File: config.mk
export PLATFORM = sky130hd
export DESIGN_NAME = exe_mem_skid_reg_flat
export DESIGN_NICKNAME = d
export VERILOG_FILES = /design/src/rtl/mem_pipe_pkg.sv /design/src/rtl/exe_mem_skid_reg_if.sv /design/src/rtl/payload_reg.sv /design/src/rtl/exe_mem_skid_reg.sv /design/src/flat_wrapper.sv
export SDC_FILE = /design/constraint.sdc
export NUM_CORES = 1
export LEC_CHECK = 0
export ABC_AREA = 1
export ABC_CLOCK_PERIOD_IN_PS = 2100
export CORE_ASPECT_RATIO = 0.7
export CORE_MARGIN = 8
export CORE_UTILIZATION = 40
export CTS_BUF_LIST = sky130_fd_sc_hd__clkbuf_4 sky130_fd_sc_hd__clkbuf_8
export DETAILED_ROUTE_END_ITERATION = 16
export MAX_ROUTING_LAYER = met4
export SLEW_MARGIN = 25
export SYNTH_ARGS = -nofsm -noshare
export SYNTH_HDL_FRONTEND = slang
export SYNTH_SLANG_ARGS = --single-unit
File: constraint.sdc
create_clock -name clk -period 2.1 [get_ports clk]
set_input_delay 0.525 -clock clk [delete_from_list [all_inputs] [get_ports clk]]
set_output_delay 0.525 -clock clk [all_outputs]
set_load 0.01 [all_outputs]
File: src/rtl/mem_pipe_pkg.sv
// Shared types for the EXE->MEM pipeline register: field width defaults,
// the packed instruction payload and the skid-buffer occupancy states.
package mem_pipe_pkg;

   localparam int PC_W_DEFAULT   = 32;
   localparam int DATA_W_DEFAULT = 32;
   localparam int DEST_W_DEFAULT = 5;

   typedef struct packed {
      logic [PC_W_DEFAULT-1:0]   pc;
      logic [DATA_W_DEFAULT-1:0] alu_result;
      logic [DATA_W_DEFAULT-1:0] reg2;
      logic [DEST_W_DEFAULT-1:0] dest;
      logic                      wb_en;
      logic                      mem_read;
      logic                      mem_write;
   } mem_payload_t;

   typedef enum logic [1:0] {
      EMPTY = 2'd0,
      BUSY  = 2'd1,
      FULL  = 2'd2
   } skid_state_t;

endpackage

File: src/rtl/exe_mem_skid_reg_if.sv
// EXE->MEM boundary bundle. The slave modport is the pipeline register; the
// master modport is whatever drives EXE-side inputs and observes MEM-side outputs.
interface exe_mem_skid_reg_if
   import mem_pipe_pkg::*;
#(
   parameter int PC_W   = PC_W_DEFAULT,
   parameter int DATA_W = DATA_W_DEFAULT,
   parameter int DEST_W = DEST_W_DEFAULT
);

   // Handshake: a transfer into the register happens on a clock edge where
   // in_valid & in_ready are both 1; in_ready is a flop, never derived from
   // freeze in the same cycle. The held entry leaves when out_valid & ~freeze.
   logic              in_valid;
   logic              in_ready;
   logic [PC_W-1:0]   pc_in;
   logic [DATA_W-1:0] alu_result_in;
   logic [DATA_W-1:0] reg2_in;
   logic [DEST_W-1:0] dest_in;
   logic              wb_en_in;
   logic              mem_read_in;
   logic              mem_write_in;
   logic              flush;
   logic              freeze;
   logic              out_valid;
   logic [PC_W-1:0]   pc_out;
   logic [DATA_W-1:0] alu_result_out;
   logic [DATA_W-1:0] reg2_out;
   logic [DEST_W-1:0] dest_out;
   logic              wb_en_out;
   logic              mem_read_out;
   logic              mem_write_out;
   skid_state_t       state;

   modport master (
      output in_valid, pc_in, alu_result_in, reg2_in, dest_in,
             wb_en_in, mem_read_in, mem_write_in, flush, freeze,
      input  in_ready, out_valid, pc_out, alu_result_out, reg2_out, dest_out,
             wb_en_out, mem_read_out, mem_write_out, state
   );

   modport slave (
      input  in_valid, pc_in, alu_result_in, reg2_in, dest_in,
             wb_en_in, mem_read_in, mem_write_in, flush, freeze,
      output in_ready, out_valid, pc_out, alu_result_out, reg2_out, dest_out,
             wb_en_out, mem_read_out, mem_write_out, state
   );

endinterface

File: src/rtl/payload_reg.sv
// Instruction payload register with load enable and async active-low clear.
// Used twice in the pipeline register: once as main, once as skid.
module payload_reg
   import mem_pipe_pkg::*;
#(
   parameter type payload_t = mem_payload_t
) (
   input  logic     clk,
   input  logic     rst_n,
   input  logic     load,
   input  payload_t d,
   output payload_t q
);

   always_ff @(posedge clk or negedge rst_n) begin
      if (!rst_n)    q <= '0;
      else if (load) q <= d;
   end

endmodule

File: src/rtl/exe_mem_skid_reg.sv
// EXE->MEM pipeline register with a 2-entry skid so MEM freeze never reaches
// EXE combinationally. Optional perf counters under `EXE_MEM_PERF_EN.
module exe_mem_skid_reg
   import mem_pipe_pkg::*;
#(
   parameter int PC_W   = PC_W_DEFAULT,
   parameter int DATA_W = DATA_W_DEFAULT,
   parameter int DEST_W = DEST_W_DEFAULT
) (
   input  logic               clk,
   input  logic               rst,
   exe_mem_skid_reg_if.slave  bus
`ifdef EXE_MEM_PERF_EN
   ,
   output logic [31:0]        stall_cycles,
   output logic [31:0]        bubble_cycles,
   output logic [15:0]        skid_hits
`endif
);

   typedef struct packed {
      logic [PC_W-1:0]   pc;
      logic [DATA_W-1:0] alu_result;
      logic [DATA_W-1:0] reg2;
      logic [DEST_W-1:0] dest;
      logic              wb_en;
      logic              mem_read;
      logic              mem_write;
   } payload_t;

   skid_state_t state;
   logic        in_ready_q;
   logic        out_valid;
   logic        accept;
   logic        consume;
   logic        main_load;
   logic        skid_load;
   payload_t    in_pl;
   payload_t    main_d;
   payload_t    main_q;
   payload_t    skid_q;

   assign out_valid = (state != EMPTY);
   assign accept    = bus.in_valid & in_ready_q;
   assign consume   = out_valid & ~bus.freeze;

   assign in_pl = '{pc: bus.pc_in, alu_result: bus.alu_result_in, reg2: bus.reg2_in,
                    dest: bus.dest_in, wb_en: bus.wb_en_in, mem_read: bus.mem_read_in,
                    mem_write: bus.mem_write_in};

   // Main only loads when empty or being consumed, so it is frozen with freeze.
   always_comb begin
      main_load = 1'b0;
      skid_load = 1'b0;
      main_d    = in_pl;
      if (!bus.flush) begin
         case (state)
            EMPTY: main_load = accept;
            BUSY: begin
               main_load = accept & consume;
               skid_load = accept & ~consume;
            end
            FULL: begin
               main_load = consume;
               main_d    = skid_q;
            end
            default: ;
         endcase
      end
   end

   payload_reg #(.payload_t(payload_t)) u_main (
      .clk(clk), .rst_n(rst), .load(main_load), .d(main_d), .q(main_q)
   );

   payload_reg #(.payload_t(payload_t)) u_skid (
      .clk(clk), .rst_n(rst), .load(skid_load), .d(in_pl), .q(skid_q)
   );

   // in_ready_q tracks "next state is not FULL" so EXE stalls from a flop.
   always_ff @(posedge clk or negedge rst) begin
      if (!rst) begin
         state      <= EMPTY;
         in_ready_q <= 1'b1;
      end else if (bus.flush) begin
         state      <= (out_valid & bus.freeze) ? BUSY : EMPTY;
         in_ready_q <= 1'b1;
      end else begin
         case (state)
            EMPTY: begin
               if (accept) state <= BUSY;
               in_ready_q <= 1'b1;
            end
            BUSY: begin
               if (accept & ~consume) begin
                  state      <= FULL;
                  in_ready_q <= 1'b0;
               end else if (~accept & consume) begin
                  state <= EMPTY;
               end
            end
            FULL: begin
               if (consume) begin
                  state      <= BUSY;
                  in_ready_q <= 1'b1;
               end
            end
            default: begin
               state      <= EMPTY;
               in_ready_q <= 1'b1;
            end
         endcase
      end
   end

   assign bus.state          = state;
   assign bus.in_ready       = in_ready_q;
   assign bus.out_valid      = out_valid;
   assign bus.pc_out         = main_q.pc;
   assign bus.alu_result_out = main_q.alu_result;
   assign bus.reg2_out       = main_q.reg2;
   assign bus.dest_out       = main_q.dest;
   assign bus.wb_en_out      = main_q.wb_en & out_valid;
   assign bus.mem_read_out   = main_q.mem_read & out_valid;
   assign bus.mem_write_out  = main_q.mem_write & out_valid;

`ifdef EXE_MEM_PERF_EN
   // Saturating counters; only rst clears them, flush does not.
   always_ff @(posedge clk or negedge rst) begin
      if (!rst) begin
         stall_cycles  <= '0;
         bubble_cycles <= '0;
         skid_hits     <= '0;
      end else begin
         if (out_valid && bus.freeze && !(&stall_cycles))
            stall_cycles <= stall_cycles + 32'd1;
         if (!out_valid && !(&bubble_cycles))
            bubble_cycles <= bubble_cycles + 32'd1;
         if (skid_load && !(&skid_hits))
            skid_hits <= skid_hits + 16'd1;
      end
   end
`endif

endmodule

File: src/flat_wrapper.sv
// flat-port wrapper written by rule: the top's interface ports become plain ports
module exe_mem_skid_reg_flat import mem_pipe_pkg::*;
#(
   parameter int PC_W   = PC_W_DEFAULT,
   parameter int DATA_W = DATA_W_DEFAULT,
   parameter int DEST_W = DEST_W_DEFAULT
)
  (clk, rst, bus_in_valid, bus_pc_in, bus_alu_result_in, bus_reg2_in, bus_dest_in, bus_wb_en_in, bus_mem_read_in, bus_mem_write_in, bus_flush, bus_freeze, bus_in_ready, bus_out_valid, bus_pc_out, bus_alu_result_out, bus_reg2_out, bus_dest_out, bus_wb_en_out, bus_mem_read_out, bus_mem_write_out, bus_state);
  exe_mem_skid_reg_if #(.PC_W(PC_W), .DATA_W(DATA_W), .DEST_W(DEST_W)) bus_i ();
  input  logic clk;
  input  logic rst;
  input wire logic [$bits(bus_i.in_valid)-1:0] bus_in_valid;
  input wire logic [$bits(bus_i.pc_in)-1:0] bus_pc_in;
  input wire logic [$bits(bus_i.alu_result_in)-1:0] bus_alu_result_in;
  input wire logic [$bits(bus_i.reg2_in)-1:0] bus_reg2_in;
  input wire logic [$bits(bus_i.dest_in)-1:0] bus_dest_in;
  input wire logic [$bits(bus_i.wb_en_in)-1:0] bus_wb_en_in;
  input wire logic [$bits(bus_i.mem_read_in)-1:0] bus_mem_read_in;
  input wire logic [$bits(bus_i.mem_write_in)-1:0] bus_mem_write_in;
  input wire logic [$bits(bus_i.flush)-1:0] bus_flush;
  input wire logic [$bits(bus_i.freeze)-1:0] bus_freeze;
  output wire logic [$bits(bus_i.in_ready)-1:0] bus_in_ready;
  output wire logic [$bits(bus_i.out_valid)-1:0] bus_out_valid;
  output wire logic [$bits(bus_i.pc_out)-1:0] bus_pc_out;
  output wire logic [$bits(bus_i.alu_result_out)-1:0] bus_alu_result_out;
  output wire logic [$bits(bus_i.reg2_out)-1:0] bus_reg2_out;
  output wire logic [$bits(bus_i.dest_out)-1:0] bus_dest_out;
  output wire logic [$bits(bus_i.wb_en_out)-1:0] bus_wb_en_out;
  output wire logic [$bits(bus_i.mem_read_out)-1:0] bus_mem_read_out;
  output wire logic [$bits(bus_i.mem_write_out)-1:0] bus_mem_write_out;
  output wire logic [$bits(bus_i.state)-1:0] bus_state;
  assign bus_i.in_valid = bus_in_valid;
  assign bus_i.pc_in = bus_pc_in;
  assign bus_i.alu_result_in = bus_alu_result_in;
  assign bus_i.reg2_in = bus_reg2_in;
  assign bus_i.dest_in = bus_dest_in;
  assign bus_i.wb_en_in = bus_wb_en_in;
  assign bus_i.mem_read_in = bus_mem_read_in;
  assign bus_i.mem_write_in = bus_mem_write_in;
  assign bus_i.flush = bus_flush;
  assign bus_i.freeze = bus_freeze;
  assign bus_in_ready = bus_i.in_ready;
  assign bus_out_valid = bus_i.out_valid;
  assign bus_pc_out = bus_i.pc_out;
  assign bus_alu_result_out = bus_i.alu_result_out;
  assign bus_reg2_out = bus_i.reg2_out;
  assign bus_dest_out = bus_i.dest_out;
  assign bus_wb_en_out = bus_i.wb_en_out;
  assign bus_mem_read_out = bus_i.mem_read_out;
  assign bus_mem_write_out = bus_i.mem_write_out;
  assign bus_state = bus_i.state;
  exe_mem_skid_reg #(.PC_W(PC_W), .DATA_W(DATA_W), .DEST_W(DEST_W)) u_core (.clk(clk), .rst(rst), .bus(bus_i));
endmodule
Run 1, PDN straps and rails:
Pins as bars on the die edge. Tap cells in gray.
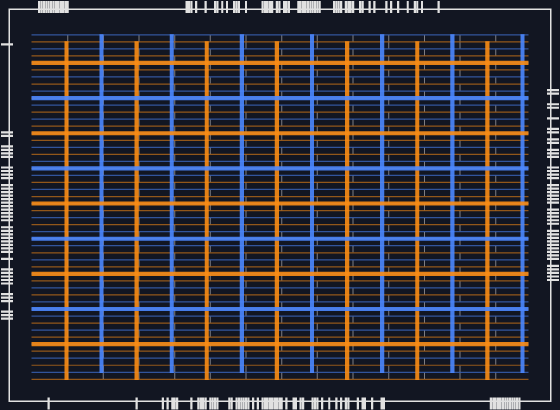
[orange] VSS
[blue] VDD
tap cells: 331
met5 straps: 9
met4 straps: 14
rows: 49

Run 1, signal wires on met2:
The bar under the picture is 50 um long.
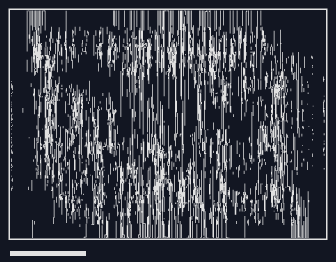
wire length on this layer: 13900 um
main direction: vertical
nets with wire on the layer: 1159
longest straight run: 75.0 um

Run 1, cells colored by class:
The bar under the picture is 50 um long. Fill, decap, tap and diode cells in gray.
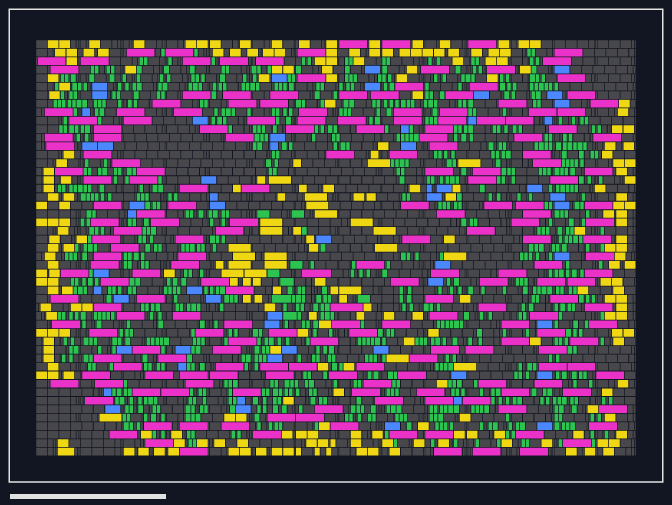
[magenta] sequential cells | cells: 211 | share of their area: 41%
[yellow] remaining buffers and delay cells | cells: 262 | share of their area: 22%
[green] combinational and other logic | cells: 979 | share of their area: 31%
[blue] clock drivers and dummy loads | cells: 57 | share of their area: 5.5%

Run 1, clock wires, drivers and flops:
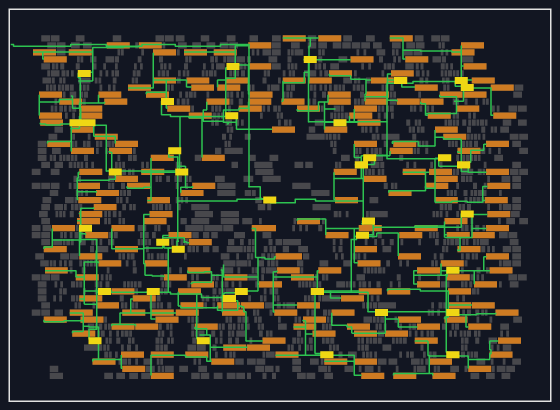
[orange] flip-flops | count: 211
[green] clock wires | length: 3100 um
[yellow] clock drivers | count: 37
flops lie: widely spread

==> run_summary.xml, run 1 <==
<?xml version="1.0" encoding="UTF-8"?>
<metrics>
  <group name="outcome">
    <metric name="status" unit="">completed</metric>
  </group>
  <group name="grt">
    <metric name="groute.layer.met2.usage" unit="%">30.0</metric>
    <metric name="number_of_global_route_vias_before_repair" unit="">8983</metric>
    <metric name="groute.layer.met1.usage" unit="%">27.8</metric>
    <metric name="global_route.peak_usage_layer" unit="">met2</metric>
    <metric name="grt_max_degree" unit="">66</metric>
    <metric name="globalRouteMet3Util" unit="%">3.39</metric>
    <metric name="grt_usage" unit="%">19.9</metric>
    <metric name="antenna_found_initial" unit="">2</metric>
    <metric name="global_route_wire_length_before_repair" unit="mm">49.4</metric>
  </group>
  <group name="power_and_ir_drop">
    <metric name="internal_power" unit="W">0.0113</metric>
    <metric name="p_clk_share" unit="%">21.1</metric>
    <metric name="report.power.total" unit="W">0.0175</metric>
    <metric name="peakVddDrop" unit="V">0.000699</metric>
    <metric name="power.combinational.fraction" unit="%">38.8</metric>
    <metric name="seqPwrFrac" unit="%">40.1</metric>
    <metric name="p_sw_share" unit="%">35.8</metric>
    <metric name="switching_power" unit="W">0.00628</metric>
    <metric name="reported_leakage_power" unit="nW">6.94</metric>
  </group>
  <group name="routing">
    <metric name="drt-pass1-iter-count" unit="">5</metric>
    <metric name="vias_per_cell" unit="">4.89</metric>
    <metric name="drt_iter0_markers" unit="">610</metric>
    <metric name="met2WireLength" unit="mm">13.9</metric>
    <metric name="met3RoutedLength" unit="mm">1.53</metric>
    <metric name="postRouteWirelength" unit="mm">30.7</metric>
    <metric name="avgRoutedWirePerCell" unit="um">16.7</metric>
    <metric name="highest_layer" unit="">met4</metric>
    <metric name="detail-route-antenna-nets" unit="">0</metric>
    <metric name="dr_total_vias" unit="">9009</metric>
  </group>
  <group name="logic_synthesis">
    <metric name="synthDominantCellAreaShare" unit="%">50.4</metric>
    <metric name="compound_area_share" unit="%">0.144</metric>
    <metric name="synth_sequential_area_ratio" unit="%">50.7</metric>
    <metric name="post_synth_mux_area_share" unit="%">0</metric>
    <metric name="syn_avg_cell_area" unit="sq um">7.55</metric>
    <metric name="postSynth.asyncResetShare" unit="%">100</metric>
    <metric name="logic_family" unit="">simple AND/OR/NAND/NOR gates</metric>
    <metric name="synthAdderAreaFrac" unit="%">0.240</metric>
    <metric name="synth.cellmix.xorXnorShare" unit="%">0</metric>
    <metric name="number_of_enable_type_register_cells_in_the_synthesized_netlist" unit="">0</metric>
    <metric name="synth.cells.most_frequent" unit="">737 x nand2_1, 213 x nand3_1, 210 x dfrtp_1</metric>
    <metric name="synth-warning-count" unit="">0</metric>
    <metric name="largest_area_cell" unit="">dfrtp_1</metric>
    <metric name="synth.area.top_cells" unit="">dfrtp_1 50%, nand2_1 27%, nand3_1 10%, buf_4 7.7%, buf_2 1.8%</metric>
    <metric name="yosys_area" unit="sq mm">0.0104</metric>
    <metric name="synth.net_count" unit="">1491</metric>
    <metric name="synth.ff_latch_count" unit="">211</metric>
    <metric name="post_synth_instance_area" unit="sq mm">0.0104</metric>
    <metric name="netlist-cell-type-count" unit="">17</metric>
    <metric name="synth-cells-yosys" unit="">1380</metric>
    <metric name="synth-main-ff-cell" unit="">dfrtp_1</metric>
    <metric name="synth.most_common_cell" unit="">nand2_1</metric>
  </group>
  <group name="placed_design">
    <metric name="gp_congestion" unit="">0.787</metric>
    <metric name="numPortBuffers" unit="">216</metric>
    <metric name="dp_hpwl" unit="mm">20.1</metric>
    <metric name="placed_area" unit="sq mm">0.0125</metric>
    <metric name="placed_cells_incl_taps" unit="">1782</metric>
  </group>
  <group name="final_timing">
    <metric name="skew" unit="ns">0.0167</metric>
    <metric name="timing.fmax" unit="MHz">495</metric>
    <metric name="final_max_slew_viol_count" unit="">0</metric>
    <metric name="timing.final.crit_share" unit="%">96.1</metric>
    <metric name="setup_viol_count_final" unit="">0</metric>
    <metric name="tightestPinTransition" unit="ns">0.790</metric>
    <metric name="finalWorstPathRequiredPeriod" unit="ns">2.02</metric>
    <metric name="setup_repair_after_global_routing_missed_its_margin" unit="">no</metric>
    <metric name="worst_rel_slew_slack" unit="%">47.3</metric>
    <metric name="final.setup.tns" unit="ns">0</metric>
    <metric name="finalHoldViolCount" unit="">0</metric>
  </group>
  <group name="run">
    <metric name="tool_warnings" unit="">28</metric>
    <metric name="max_cap_violations" unit="">0</metric>
  </group>
  <group name="floorplan">
    <metric name="fp.coreArea" unit="sq mm">0.0256</metric>
    <metric name="placementRows" unit="">49</metric>
    <metric name="chip_area" unit="sq mm">0.0316</metric>
    <metric name="die_height" unit="um">151</metric>
    <metric name="floorplan.core_util" unit="%">40.7</metric>
    <metric name="die_w" unit="um">209</metric>
    <metric name="boundaryPins" unit="">217</metric>
  </group>
  <group name="hold_path">
    <metric name="min_path_type" unit="">reg2reg</metric>
    <metric name="hold_start" unit="">u_core.u_main.q[51]</metric>
    <metric name="worst_hold_path.endpoint" unit="">u_core.u_main.q[51]</metric>
  </group>
  <group name="final_layout">
    <metric name="area_growth" unit="%">26.7</metric>
    <metric name="final-comb-area" unit="sq mm">0.00397</metric>
    <metric name="layout.cell_area.non_filler" unit="sq mm">0.0132</metric>
    <metric name="layout-drive-gt1-share" unit="%">7.82</metric>
    <metric name="fin_util" unit="%">51.5</metric>
    <metric name="nNetsFinal" unit="">1602</metric>
    <metric name="seq_area" unit="sq mm">0.00529</metric>
    <metric name="fillCellCount" unit="">2460</metric>
    <metric name="stdcell_count" unit="">1842</metric>
  </group>
  <group name="setup_path">
    <metric name="critical_path_class" unit="">reg2out</metric>
    <metric name="critical_path.cell_chain" unit="">buf_4 -&gt; clkdlybuf4s15_1</metric>
    <metric name="cp.arrival" unit="ns">1.49</metric>
    <metric name="r2r-start" unit="">u_core.bus.state[1]</metric>
    <metric name="reg2reg_depth" unit="">6</metric>
    <metric name="endpoint" unit="">bus_state[1]</metric>
    <metric name="reg2reg_slack" unit="ns">0.21</metric>
    <metric name="worst_r2r_endpoint" unit="">u_core.u_main.q[85]</metric>
    <metric name="worst_path_max_delay_cell" unit="">dfrtp_4</metric>
    <metric name="critical_path.max_stage_delay" unit="ns">0.49</metric>
    <metric name="worstSetupEndpointType" unit="">primary output</metric>
    <metric name="worstPathRequired" unit="ns">1.57</metric>
    <metric name="crit_start" unit="">u_core.bus.state[1]</metric>
  </group>
  <group name="clocking">
    <metric name="htree_num_levels" unit="">2</metric>
    <metric name="cts_tree" unit="">built</metric>
    <metric name="post-cts-setup-buffer-count" unit="">0</metric>
    <metric name="cts_num_sinks" unit="">211</metric>
    <metric name="clock_pin_slew_on_the_worst_setup_and_hold_paths" unit="ns">0.06</metric>
    <metric name="root_buffer" unit="">clkbuf_8</metric>
    <metric name="cts_inserted_buffers" unit="">37</metric>
    <metric name="cts_max_path_buffers" unit="">3</metric>
    <metric name="worstSkewPairLatency" unit="ns">0.50</metric>
  </group>
</metrics>
[run 1: state kept, by name, summed over array words and instances, names as in the netlist]
name                 count
u_core.bus.in_ready      1
u_core.u_skid.q        104
u_core.u_main.q        104
u_core.bus.state         2
[run 1: power groups by stage]
stage	combinational [W]	sequential, W	clock [W]
3_3_place_gp	0.00683	0.00704	0
5_1_grt	0.00754	0.00726	0.00403
2_1_floorplan	0.00462	0.00675	0
3_5_place_dp	0.00694	0.00706	0
4_1_cts	0.00695	0.00703	0.00382
6_report	0.00680	0.00703	0.00371
[run 1: layout by cell type (no fill, tap or decap), types with 2 or more instances in the layout]
cell               n
nand2_1          735
nand3_1          213
dfrtp_1          209
clkdlybuf4s50_1  208
clkbuf_8          44
buf_12            23
buf_4             21
clkbuf_4          12
inv_1              9
nor2_1             8
clkbuf_2           4
nand2_4            3
clkinv_2           3
diode_2            2
nor2_4             2
o21ai_0            2
ha_1               2
dlygate4sd2_1      2
[run 1: what timing repair did]
item                                    in CTS  in global routing
hold buffers                                 1                  0
resized                                     13                  5
hold endpoints to repair                    47                  0
endpoints found under the setup margin       7                  5
[run 1: area by class of cell]
class | count | area share [%]
clock buffers | 56 | 5.27
well taps | 331 | 3.14
flip-flops and latches | 211 | 40.0
diodes | 2 | 0.0379
inverters | 12 | 0.360
clock inverters | 1 | 0.0379
multi-input cells | 967 | 30.1
repair buffers | 262 | 21.1
[run 1: through the flow]
stage          worst slack (ns)  hold WS [ns]
2_1_floorplan             0.245         0.229
3_3_place_gp            -0.0968         0.454
3_5_place_dp             -0.123         0.458
4_1_cts                -0.00204         0.472
5_1_grt                  0.0388         0.483
6_report                 0.0812         0.468
[run 1: critical path: cells and delay by family (launching register included)]
family | cells | cell delay, ns
buffers and inverters | 2 | 0.50
flip-flops | 1 | 0.49
==> inputs of run 2 (changes only) <==
ABC_AREA = unset   (was 1)
PLACE_DENSITY = 0.65   (was unset)
==> run 2 against run 1 <==
- the flow now finishes with violations (negative setup slack)
- largest power group unchanged
- sequential share of layout area grew 0.25 points
- die area down 3.0%
- utilization is 1.6 points higher
- wire length fell by 22%
- final cell count down 34%
- count of clock-buffer cells in the layout did not move
- clock skew down 0.0054 ns
==> run_summary.xml, run 2 <==
<?xml version="1.0" encoding="UTF-8"?>
<metrics>
  <group name="routing">
    <metric name="drt_iter0_markers" unit="">169</metric>
    <metric name="postRouteWirelength" unit="mm">24.0</metric>
    <metric name="avgRoutedWirePerCell" unit="um">19.9</metric>
    <metric name="vias_per_cell" unit="">4.87</metric>
    <metric name="detail-route-antenna-nets" unit="">0</metric>
  </group>
  <group name="logic_synthesis">
    <metric name="yosys_area" unit="sq mm">0.0101</metric>
    <metric name="postSynth.asyncResetShare" unit="%">100</metric>
    <metric name="netlist-cell-type-count" unit="">26</metric>
    <metric name="synth.net_count" unit="">796</metric>
    <metric name="synth_sequential_area_ratio" unit="%">52.4</metric>
    <metric name="largest_area_cell" unit="">dfrtp_1</metric>
    <metric name="synth-warning-count" unit="">0</metric>
    <metric name="synthDominantCellAreaShare" unit="%">52.1</metric>
    <metric name="number_of_enable_type_register_cells_in_the_synthesized_netlist" unit="">0</metric>
    <metric name="synth.area.top_cells" unit="">dfrtp_1 52%, mux2_2 20%, mux2_1 13%, buf_4 7.9%, mux2_4 3.0%</metric>
    <metric name="post_synth_instance_area" unit="sq mm">0.0101</metric>
    <metric name="synth.ff_latch_count" unit="">211</metric>
    <metric name="synth-main-ff-cell" unit="">dfrtp_1</metric>
    <metric name="synth-cells-yosys" unit="">685</metric>
    <metric name="syn_avg_cell_area" unit="sq um">14.7</metric>
    <metric name="synth.most_common_cell" unit="">dfrtp_1</metric>
    <metric name="synth.cells.most_frequent" unit="">210 x dfrtp_1, 179 x mux2_2, 113 x mux2_1</metric>
  </group>
  <group name="final_timing">
    <metric name="setup_viol_count_final" unit="">9</metric>
    <metric name="final.setup.tns" unit="ns">-0.0670</metric>
    <metric name="worst_rel_slew_slack" unit="%">66.1</metric>
    <metric name="finalHoldViolCount" unit="">0</metric>
    <metric name="holdWs" unit="ns">0.481</metric>
    <metric name="tightestPinTransition" unit="ns">0.509</metric>
    <metric name="timing.final.crit_share" unit="%">101</metric>
    <metric name="setup_repair_after_global_routing_missed_its_margin" unit="">yes</metric>
    <metric name="finalWorstPathRequiredPeriod" unit="ns">2.12</metric>
    <metric name="final.setup.worst_slack" unit="ns">-0.0174</metric>
    <metric name="skew" unit="ns">0.0113</metric>
  </group>
  <group name="clocking">
    <metric name="cts_max_path_buffers" unit="">3</metric>
    <metric name="cts_num_sinks" unit="">211</metric>
    <metric name="cts_tree" unit="">built</metric>
    <metric name="worstSkewPairLatency" unit="ns">0.50</metric>
    <metric name="clock_pin_slew_on_the_worst_setup_and_hold_paths" unit="ns">0.06</metric>
    <metric name="root_buffer" unit="">clkbuf_8</metric>
    <metric name="cts_inserted_buffers" unit="">36</metric>
    <metric name="htree_num_levels" unit="">2</metric>
  </group>
  <group name="power_and_ir_drop">
    <metric name="seqPwrFrac" unit="%">44.4</metric>
    <metric name="p_sw_share" unit="%">27.8</metric>
    <metric name="switching_power" unit="W">0.00433</metric>
    <metric name="internal_power" unit="W">0.0113</metric>
    <metric name="peakVddDrop" unit="V">0.000539</metric>
    <metric name="report.power.total" unit="W">0.0156</metric>
    <metric name="power.combinational.fraction" unit="%">32.3</metric>
    <metric name="pwr.group.clock" unit="W">0.00363</metric>
    <metric name="power_top_consumer" unit="">registers</metric>
    <metric name="pg_comb" unit="W">0.00504</metric>
    <metric name="p_clk_share" unit="%">23.3</metric>
    <metric name="reported_leakage_power" unit="nW">5.49</metric>
  </group>
  <group name="floorplan">
    <metric name="floorplan.core_util" unit="%">40.8</metric>
    <metric name="boundaryPins" unit="">217</metric>
    <metric name="placementRows" unit="">48</metric>
    <metric name="die_w" unit="um">206</metric>
    <metric name="chip_area" unit="sq mm">0.0306</metric>
    <metric name="die_height" unit="um">149</metric>
  </group>
  <group name="hold_path">
    <metric name="min_path_type" unit="">reg2reg</metric>
  </group>
  <group name="setup_path">
    <metric name="critical_path.top_delay_family" unit="">buffers and inverters</metric>
    <metric name="critical_path.cell_chain" unit="">clkdlybuf4s50_1 -&gt; and2_4 -&gt; ha_1 -&gt; a21oi_1 -&gt; a211oi_4 -&gt; buf_6 -&gt; buf_16 -&gt; mux2_2</metric>
    <metric name="critical_path_buf_inv_count" unit="">3</metric>
    <metric name="worstPathRequired" unit="ns">2.47</metric>
    <metric name="cp.arrival" unit="ns">2.49</metric>
    <metric name="reg2reg_depth" unit="">6</metric>
    <metric name="worst_path_max_delay_cell" unit="">clkdlybuf4s50_1</metric>
    <metric name="critical_path_class" unit="">in2reg</metric>
    <metric name="worstSetupEndpointType" unit="">flop</metric>
  </group>
  <group name="placed_design">
    <metric name="numPortBuffers" unit="">216</metric>
    <metric name="placed_cells_incl_taps" unit="">1139</metric>
    <metric name="gp_congestion" unit="">0.851</metric>
    <metric name="placed_area" unit="sq mm">0.0122</metric>
    <metric name="dp_worst_setup_slack" unit="ns">-0.528</metric>
  </group>
  <group name="run">
    <metric name="max_cap_violations" unit="">0</metric>
    <metric name="tool_warnings" unit="">28</metric>
  </group>
  <group name="grt">
    <metric name="groute.layer.met1.usage" unit="%">19.5</metric>
    <metric name="global_route_wire_length_before_repair" unit="mm">37.1</metric>
    <metric name="global_route.peak_usage_layer" unit="">met2</metric>
    <metric name="number_of_global_route_vias_before_repair" unit="">6703</metric>
    <metric name="groute.layer.met2.usage" unit="%">25.0</metric>
    <metric name="globalRouteMet3Util" unit="%">3.34</metric>
    <metric name="antenna_found_initial" unit="">2</metric>
  </group>
  <group name="final_layout">
    <metric name="biggestRegsByFlops" unit="">u_core.u_main.q: 104 flops, u_core.u_skid.q: 104 flops, u_core.bus.state: 2 flops</metric>
    <metric name="seq_area" unit="sq mm">0.00528</metric>
    <metric name="layout-drive-gt1-share" unit="%">37.3</metric>
    <metric name="nNetsFinal" unit="">974</metric>
    <metric name="final_common_cell" unit="">dfrtp_1</metric>
    <metric name="stdcell_count" unit="">1209</metric>
    <metric name="fillCellCount" unit="">2068</metric>
    <metric name="lay_top_cells" unit="">210 x dfrtp_1, 208 x clkdlybuf4s50_1, 177 x mux2_2</metric>
    <metric name="final-comb-area" unit="sq mm">0.00381</metric>
  </group>
  <group name="outcome">
    <metric name="violations" unit="">negative setup slack</metric>
    <metric name="status" unit="">finished with violations</metric>
  </group>
</metrics>
[run 2: layout make-up]
| type | instances | area share [%] |
|---|---|---|
| flip-flops and latches | 211 | 40.3 |
| multi-input cells | 335 | 29.1 |
| repair buffers | 276 | 22.1 |
| clock buffers | 56 | 5.30 |
| well taps | 325 | 3.10 |
| inverters | 3 | 0.0859 |
| clock inverters | 1 | 0.0382 |
| diodes | 2 | 0.0382 |
[run 2: per-layer routing]
layer | vias to the layer above | part of all wire [%] | wire length (um)
met1 | 3030 | 44 | 10500
met2 | 150 | 48 | 11600
met3 | 46 | 5.6 | 1340
met5 | - | 0 | 0
li1 | 2662 | - | -
met4 | 0 | 2.2 | 531
[run 2: kinds of logic after synthesis]
family | after synthesis | share of synthesized area, %
AND-OR/OR-AND | 8 | 0.708
buffers and inverters | 139 | 10.2
adder cells (fa/ha/maj) | 2 | 0.248
AND/OR/NAND/NOR | 13 | 0.869
flip-flops | 211 | 52.4
multiplexers | 312 | 35.6
[run 2: timing repair]
item | 4_1_cts | 5_1_grt
gates resized | 8 | 17
pin swaps | 0 | 2
hold endpoints to repair | 19 | 0
hold buffers | 1 | 0
endpoints found under the setup margin | 17 | 193
setup buffers | 0 | 4
gates cloned | 0 | 6
[run 2: final timing paths]
kind                                     start                    to  slack, ns
setup / recovery                  bus_in_valid   u_core.u_main.q[21]      -0.02
hold / removal             u_core.u_skid.q[12]   u_core.u_skid.q[12]       0.48
setup reg to reg           u_core.bus.state[0]   u_core.u_main.q[21]       0.01
hold reg to reg            u_core.u_skid.q[12]   u_core.u_skid.q[12]       0.48
max in group asynchronous                  rst   u_core.u_main.q[66]       0.77
min in group asynchronous                  rst  u_core.u_skid.q[100]       0.57
Run 2, signal wires on met2:
The bar under the picture is 50 um long.
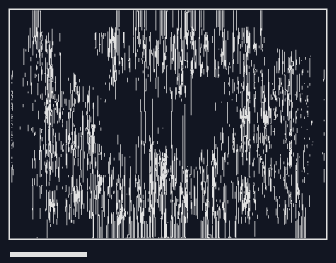
wire length on this layer: 11600 um
share of all routed wire: 48%
nets with wire on the layer: 930
main direction: vertical
longest straight run: 90.1 um

No activity file was given, so power comes from the tool's default toggle rates.
